**src/rtl/eth_tx_arbiter.sv**
```systemverilog
// ----------------------------------------------------------------------------
// eth_tx_arbiter
//
// Packet-level round-robin arbiter that shares the single 8-bit ETH_TX
// AXI-Stream input of the MAC between two frame sources. Ownership is granted
// for exactly one frame (grant .. TLAST handshake). After every forwarded
// frame a programmable idle gap is enforced before the next arbitration.
//
// Ports:
//   CLK               clock, all logic on the rising edge
//   RESETN            synchronous reset, active-low
//   S0_AXIS_*         source 0 stream (TDATA/TVALID/TLAST in, TREADY out)
//   S1_AXIS_*         source 1 stream (TDATA/TVALID/TLAST in, TREADY out)
//   M_AXIS_*          merged stream towards the MAC (TREADY in)
//   GRANT             one-hot current owner, 00 when nobody owns the bus
//   BUSY              high while a frame is forwarded or the gap runs
//   FRAME_CNT0/1      frames forwarded from source 0/1 (wrapping)
// ----------------------------------------------------------------------------
module eth_tx_arbiter #(
    parameter int DATA_WIDTH = 8,
    parameter int GAP_CYCLES = 12,
    parameter int CNT_WIDTH  = 16
) (
    input  logic                  CLK,
    input  logic                  RESETN,

    input  logic [DATA_WIDTH-1:0] S0_AXIS_TDATA,
    input  logic                  S0_AXIS_TVALID,
    input  logic                  S0_AXIS_TLAST,
    output logic                  S0_AXIS_TREADY,

    input  logic [DATA_WIDTH-1:0] S1_AXIS_TDATA,
    input  logic                  S1_AXIS_TVALID,
    input  logic                  S1_AXIS_TLAST,
    output logic                  S1_AXIS_TREADY,

    output logic [DATA_WIDTH-1:0] M_AXIS_TDATA,
    output logic                  M_AXIS_TVALID,
    output logic                  M_AXIS_TLAST,
    input  logic                  M_AXIS_TREADY,

    output logic [1:0]            GRANT,
    output logic                  BUSY,
    output logic [CNT_WIDTH-1:0]  FRAME_CNT0,
    output logic [CNT_WIDTH-1:0]  FRAME_CNT1
);

    // Gap counter is loaded with GAP_CYCLES-1 and counts down to zero, so it
    // only needs to hold values up to GAP_CYCLES-1.
    localparam int GAP_W = (GAP_CYCLES > 1) ? $clog2(GAP_CYCLES) : 1;
    localparam logic [GAP_W-1:0] GAP_LOAD =
        GAP_W'((GAP_CYCLES > 0) ? GAP_CYCLES - 1 : 0);

    typedef enum logic [1:0] {
        ST_IDLE = 2'd0,
        ST_XFER = 2'd1,
        ST_GAP  = 2'd2
    } state_t;

    state_t               state_reg;
    logic [1:0]           grant_reg;
    logic                 last_owner_reg;
    logic [GAP_W-1:0]     gap_cnt_reg;
    logic [CNT_WIDTH-1:0] frame_cnt0_reg;
    logic [CNT_WIDTH-1:0] frame_cnt1_reg;

    // Per-port views so the datapath can be written once for both sources.
    logic [DATA_WIDTH-1:0] s_tdata  [2];
    logic                  s_tvalid [2];
    logic                  s_tlast  [2];
    logic                  s_tready [2];

    assign s_tdata[0]  = S0_AXIS_TDATA;
    assign s_tdata[1]  = S1_AXIS_TDATA;
    assign s_tvalid[0] = S0_AXIS_TVALID;
    assign s_tvalid[1] = S1_AXIS_TVALID;
    assign s_tlast[0]  = S0_AXIS_TLAST;
    assign s_tlast[1]  = S1_AXIS_TLAST;

    logic xfer;
    logic owner;
    logic winner;
    logic any_req;
    logic frame_end;

    logic [DATA_WIDTH-1:0] m_tdata_mux;
    logic                  m_tvalid_mux;
    logic                  m_tlast_mux;

    assign xfer  = (state_reg == ST_XFER);
    // grant_reg is one-hot while in XFER, so bit 1 is the owner index.
    assign owner = grant_reg[1];

    // Prefer the source that did not own the previous frame; fall back to
    // the other one when the preferred source is not requesting.
    assign any_req = S0_AXIS_TVALID | S1_AXIS_TVALID;
    assign winner  = last_owner_reg ? ~S0_AXIS_TVALID : S1_AXIS_TVALID;

    // Zero-latency pass-through of the owner; everything is forced to zero
    // outside XFER so the MAC never sees stale data or a stray TLAST.
    always_comb begin
        m_tdata_mux  = '0;
        m_tvalid_mux = 1'b0;
        m_tlast_mux  = 1'b0;
        if (xfer) begin
            m_tdata_mux  = s_tdata[owner];
            m_tvalid_mux = s_tvalid[owner];
            m_tlast_mux  = s_tlast[owner];
        end
    end

    // Back-pressure goes straight to the owner only; grant_reg is zero
    // outside XFER, which keeps every TREADY low in IDLE and GAP.
    genvar gi;
    generate
        for (gi = 0; gi < 2; gi++) begin : g_ready
            assign s_tready[gi] = grant_reg[gi] & M_AXIS_TREADY;
        end
    endgenerate

    assign frame_end = xfer & m_tvalid_mux & M_AXIS_TREADY & m_tlast_mux;

    // ------------------------------------------------------------------
    // Arbitration FSM
    // ------------------------------------------------------------------
    always_ff @(posedge CLK) begin
        if (!RESETN) begin
            state_reg      <= ST_IDLE;
            grant_reg      <= 2'b00;
            last_owner_reg <= 1'b1;
            gap_cnt_reg    <= '0;
        end else begin
            case (state_reg)
                ST_IDLE: begin
                    if (any_req) begin
                        state_reg      <= ST_XFER;
                        grant_reg      <= winner ? 2'b10 : 2'b01;
                        last_owner_reg <= winner;
                    end
                end

                ST_XFER: begin
                    if (frame_end) begin
                        grant_reg <= 2'b00;
                        if (GAP_CYCLES == 0) begin
                            state_reg <= ST_IDLE;
                        end else begin
                            state_reg   <= ST_GAP;
                            gap_cnt_reg <= GAP_LOAD;
                        end
                    end
                end

                ST_GAP: begin
                    if (gap_cnt_reg == '0) begin
                        state_reg <= ST_IDLE;
                    end else begin
                        gap_cnt_reg <= gap_cnt_reg - GAP_W'(1);
                    end
                end

                default: begin
                    state_reg <= ST_IDLE;
                    grant_reg <= 2'b00;
                end
            endcase
        end
    end

    // ------------------------------------------------------------------
    // Per-source frame counters, bumped on the TLAST handshake
    // ------------------------------------------------------------------
    always_ff @(posedge CLK) begin
        if (!RESETN) begin
            frame_cnt0_reg <= '0;
            frame_cnt1_reg <= '0;
        end else begin
            if (frame_end && !owner) begin
                frame_cnt0_reg <= frame_cnt0_reg + CNT_WIDTH'(1);
            end
            if (frame_end && owner) begin
                frame_cnt1_reg <= frame_cnt1_reg + CNT_WIDTH'(1);
            end
        end
    end

    // ------------------------------------------------------------------
    // Outputs
    // ------------------------------------------------------------------
    assign M_AXIS_TDATA   = m_tdata_mux;
    assign M_AXIS_TVALID  = m_tvalid_mux;
    assign M_AXIS_TLAST   = m_tlast_mux;
    assign S0_AXIS_TREADY = s_tready[0];
    assign S1_AXIS_TREADY = s_tready[1];
    assign GRANT          = grant_reg;
    assign BUSY           = (state_reg != ST_IDLE);
    assign FRAME_CNT0     = frame_cnt0_reg;
    assign FRAME_CNT1     = frame_cnt1_reg;

endmodule
```
**config.mk**
```make
export PLATFORM = sky130hd
export DESIGN_NAME = eth_tx_arbiter
export DESIGN_NICKNAME = d
export VERILOG_FILES = /design/src/rtl/eth_tx_arbiter.sv
export SDC_FILE = /design/constraint.sdc
export NUM_CORES = 1
export LEC_CHECK = 0
export CAP_MARGIN = 20
export CELL_PAD_IN_SITES_DETAIL_PLACEMENT = 2
export CELL_PAD_IN_SITES_GLOBAL_PLACEMENT = 2
export CORE_ASPECT_RATIO = 1.75
export CORE_UTILIZATION = 27
export CTS_CLUSTER_SIZE = 30
export DETAILED_ROUTE_END_ITERATION = 16
export PLACE_DENSITY = 0.91
export SETUP_SLACK_MARGIN = 0.15
export SYNTH_ARGS = -nofsm -noshare
export SYNTH_HDL_FRONTEND = slang
export SYNTH_SLANG_ARGS = --single-unit
```
**constraint.sdc**
```tcl
create_clock -name CLK -period 5.5 [get_ports CLK]
set_clock_uncertainty 0.1 [all_clocks]
set_input_delay 0.55 -clock CLK [delete_from_list [all_inputs] [get_ports CLK]]
set_output_delay 0.55 -clock CLK [all_outputs]
set_load 0.05 [all_outputs]
```
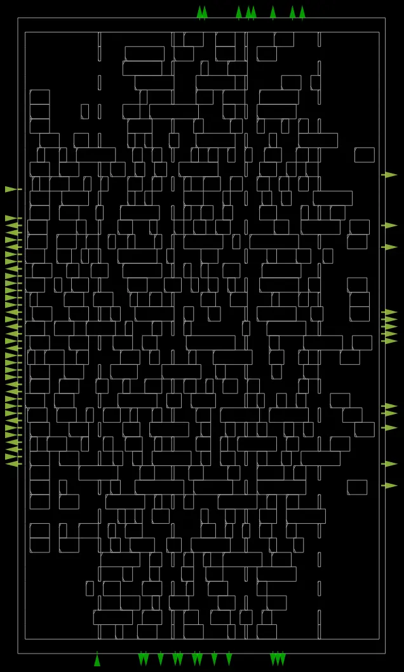
run_1/placed.png
site row count: 42
final standard cell count with taps included and fillers excluded: 420
Core ar.: 7620 µm²
final core utilization: 40.05%
number of sequential cells in the layout: 41

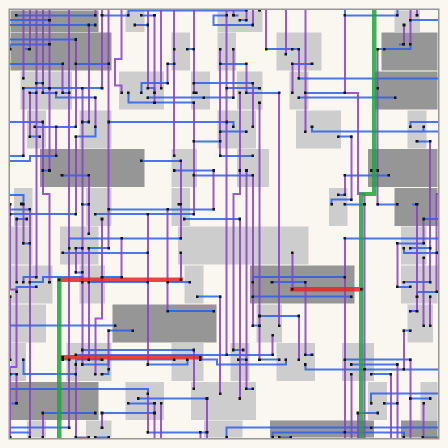
run_1/closeup.png
Window x 20 to 50, y 45 to 75 µm. Cells in gray, sequential cells in the stronger gray; small squares are vias.
M3: marked red. M2: marked purple. M1: marked blue. M4: marked green.
Most frequent: dfxtp_1 (9), inv_1 (6), nor2_1 (6). Netlist names of flops here include `FRAME_CNT0` (3), `gap_cnt_reg` (3), `GRANT` (2). Sequential cells in the window: 9. 51 logic cells have their middle in the window.

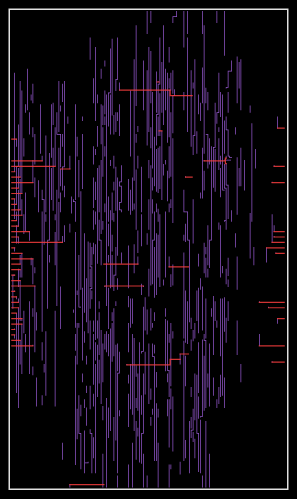
run_1/layers.png
(4 px per µm) Two of the layers only.
M3: marked red, wire length 223 µm. M2: marked purple, wire length 4120 µm.

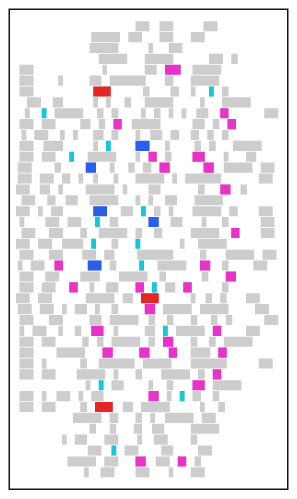
run_1/gates.png
(4 px per µm)
non-inverting ao/oa cells: marked blue, cells 5. inv cells: marked cyan, cells 14, most used inv_1. and/or cells: marked magenta, cells 29, most used or3_1. fa/ha/maj cells: marked red, cells 3, most used ha_1.
most instantiated logic cell after routing: clkdlybuf4s50_1
combinational fraction of the cell area: 39.73%

==> impl.org, run 1 <==
* Flow results

** Status
- The run finished with clean final reports.

** GRT
- Met3 usage :: 2.519%
- Met2 track demand over resource in global routing :: 36.47%

** Synth
- In the post-synthesis netlist, the biggest area contributors are dfxtp_1, nor2_1, a21oi_1.
- Library cell occupying the most area in the post-synthesis netlist :: dfxtp_1
- Avg Cell Area, Syn :: 8.029 µm²
- The post-synth count of flops with an enable pin is 0.
- The share of synthesized area in the top cell type comes to ~38%.

** Routing
- Wire length on met2 :: 4121 µm
- Vias per inst :: 5.388
- First drt pass iteration count :: 5

** Worst setup path
- The number of cells on the worst reg-to-reg path is 4.
- STA classifies the critical path startpoint as a flip-flop.
- Crit. Startpoint :: GRANT[1]
- Type of the worst setup path :: flip-flop to output port
- Largest fanout of any net on the critical path :: 17

** Clocking
- The longest clock path from root to sink contains 2 buffers.
- Clock tree from TritonCTS :: done
- Post-CTS Resized :: 0

** Final layout
- After layout, the buffer instance count without clock buffers stands at 70.
- Combinational gate area :: around 1200 µm²
- The final layout report lists a clock buffer count of 7.

** Placement
- Number of buffers inserted by port buffering :: 69
- Count of placed standard cells including taps :: 412

** Timing
- The clock period could shrink to 3.179 ns.
==> inputs of run 2 (changes only) <==
Settings changed: CORE_UTILIZATION 27 to 23, PLACE_DENSITY 0.91 to 0.84.
Clock period 5.5 ns to 2.85 ns, I/O delays scaled along.
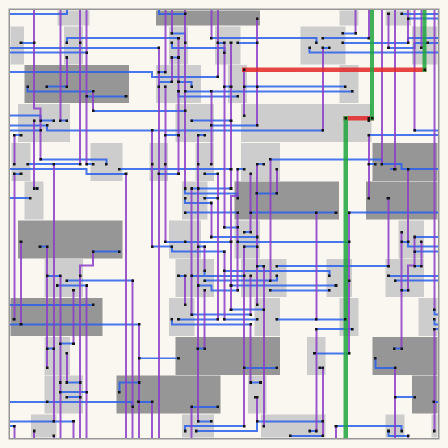
run_2/closeup.png
Window x 22 to 52, y 50 to 80 µm. Cells in gray, sequential cells in the stronger gray; small squares are vias.
M2: marked purple. M4: marked green. M1: marked blue. M3: marked red.
Netlist names of flops here include `gap_cnt_reg` (3), `FRAME_CNT0` (2), `FRAME_CNT1` (2). Sequential cells in the window: 9. Most frequent: dfxtp_1 (8), inv_1 (5), nor2_1 (5). 46 logic cells have their middle in the window.

==> run 2 against run 1 <==
Core utilization is 5.6 points lower. Design area is 2.1% higher. Area after synthesis stayed put. Clock-buffer cell count is 1 lower. Worst setup slack worse by 2.0 ns. Sequential power is 92% higher. Combinational power is 96% higher. Cell count is 8.6% higher. Via count is 1.1% higher. Hold slack hardly changed.
==> impl.org, run 2 <==
* Flow results

** Final layout
- Final core utilization :: 34.46% (-5.6 points)
- The number of ordinary and repair buffers in the finished layout was 74 (+5.7%).
- The number of non-filler instances in the completed layout came to 456 (+8.6%).
- Number of clock buffers in the layout :: 6 (-1)
- The area of the multi-input gates was 1212 µm² (unchanged).
- The proportion of cell area occupied by multi-input gates is 38.93% (-0.80 points).
- Signal buf overhead :: about a quarter
- Most instantiated logic cell after routing :: clkdlybuf4s50_1
- The sequential cell count is 41 (unchanged).

** Synth
- Number of synthesized flops with an enable pin :: 0 (unchanged)
- Avg Cell Area, Syn :: 8.029 µm² (unchanged)
- Cell types with the largest area share after synthesis :: dfxtp_1, nor2_1, a21oi_1
- Looking at area per cell type in the netlist, the leader is dfxtp_1.
- The area share of the largest cell type after synthesis was 38.43% (unchanged).

** Floorplan
- The core footprint is 9036 µm² (+19%).
- Overall die area :: 9691 µm²
- Site row count :: 46 (+9.5%)
- IO Count :: about 70

** GRT
- Initial antenna violation count :: 0
- The met2 usage came to 29.94% (-6.5 points).

** Routing
- First drt pass iteration count :: 4 (-1)
- Vias per inst :: 5.015 (-6.9%)
- Residual DRC :: 0

** Clocking
- The number of gates given a new drive strength after cts came to 1 (+1).
- Clock tree buffer depth :: 2 (unchanged)
- TritonCTS built the clock tree.
- The number of setup buffers added after CTS is 0.

** Min path
- Counting instances, the worst hold path has a depth of 2.

** Worst setup path
- The count of cells along the worst register-to-register path is 4 (unchanged).
- OpenSTA lists the critical path startpoint as state_reg[0].
- Type of the worst setup path :: flip-flop to output port
- STA classifies the critical path startpoint as a flip-flop.

** Timing
- Subtracting the final worst setup slack from the clock period gives approximately 2.6 ns.

** Placement
- The port buffer count was 69 (unchanged).
- At the placement stage, the worst setup path has a slack of 0.2333 ns.
- The post-placement cell count is 448 (+8.7%).

** Status
- Run status :: finished, final reports clean
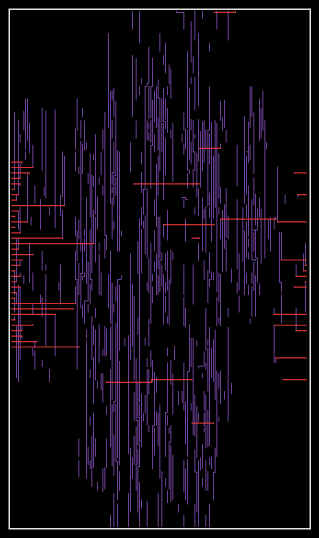
run_2/layers.png
(4 px per µm) Two of the layers only.
M2: marked purple, wire length 4020 µm. M3: marked red, wire length 310 µm.
total vias in the final route: 2287
final WL: 6981 µm
overall track demand over capacity in global routing: 15.59%
Routed wire per std cell: 15.31 µm

==> inputs of run 3 (changes only) <==
Settings changed: CORE_UTILIZATION 23 to 25, PLACE_DENSITY 0.84 to default, PLACE_DENSITY_LB_ADDON from default to 0.1.
Clock period 2.85 ns to 2.4 ns, I/O delays scaled along.
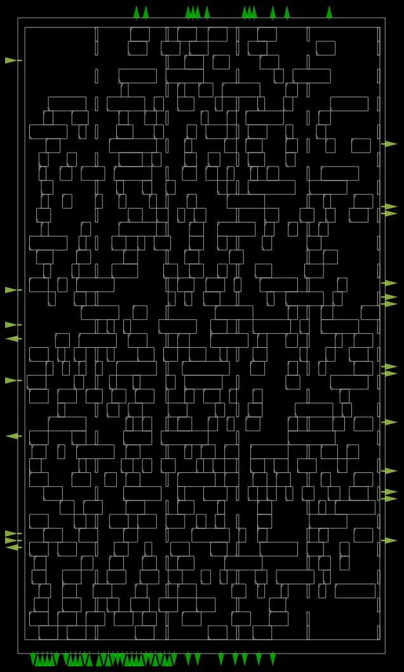
run_3/placed.png
Fillers: 958
flop share of the area: 25.58%

==> run 3 against run 2 <==
Clock power up 21%. Area after synthesis unchanged. Combinational power up 33%. Die size down 7.8%. Critical path type unchanged. Critical endpoint is now GRANT[1].
==> impl.org, run 3 <==
* Flow results

** Routing
- The post-detailed-route DRC marker count is 0 (unchanged).
- Total vias in the final route :: 2289 (+0.087%)
- The routed wire length per instance is 15.80 µm (+3.2%).
- The first-pass iteration count of the detailed router was 4 (unchanged).

** Worst setup path
- The critical path is of the flip-flop to output port type.
- Element type at the critical path start :: flip-flop
- FF-to-FF path depth :: 4 (unchanged)
- Crit. Startpoint :: GRANT[1]

** Final layout
- Most instantiated logic cell after routing :: clkdlybuf4s50_1
- The count of clock buffers in the final design is 6 (unchanged).
- Combinational fraction of the cell area :: 38.24% (-0.69 points)
- The area of the multi-input gates was 1232 µm² (+1.7%).
- The number of non-filler instances in the completed layout was 467 (+2.4%).
- Buffers outside the clock class :: 90 (+22%)
- Final core utilization :: 38.77% (+4.3 points)
- The non-clock buffer area fraction after layout came to 25.78% (+2.1 points).

** Clocking
- TritonCTS built the clock tree.
- The number of gates given a new drive strength after cts is 0 (-1).
- The largest buffer count on any clock path is 2 (unchanged).

** Timing
- Time the final worst path needs with I/O delays and setup :: 2.189 ns

** Floorplan
- Core ar. :: 8313 µm² (-8.0%)
- Overall die area :: 8932 µm² (-7.8%)
- The site row count was 44 (-4.3%).

** Placement
- The port buffer count is 69 (unchanged).
- The worst setup slack after placement was -0.02665 ns (-0.2599 ns).

** GRT
- The met2 usage came to 34.79% (+4.9 points).
- Initial antenna violation count :: 0 (unchanged)

** Synth
- The count of library flops with an enable pin came to 0 (unchanged).

** Status
- Run status :: finished, final reports clean
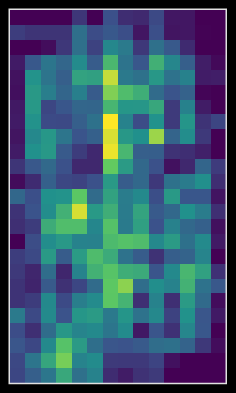
run_3/route_heat.png
(3 px per µm) 14 x 25 tiles, from dark purple (low) to yellow (high), scaled to the fullest tile. Values are wire area over tile area, all layers added.
The fullest tile reaches 0.39. 22% of the tiles are over half the peak. 8.0% of the tiles are nearly empty. The densest ninth of the die: center.

No activity file was given, so power comes from the tool's default toggle rates.
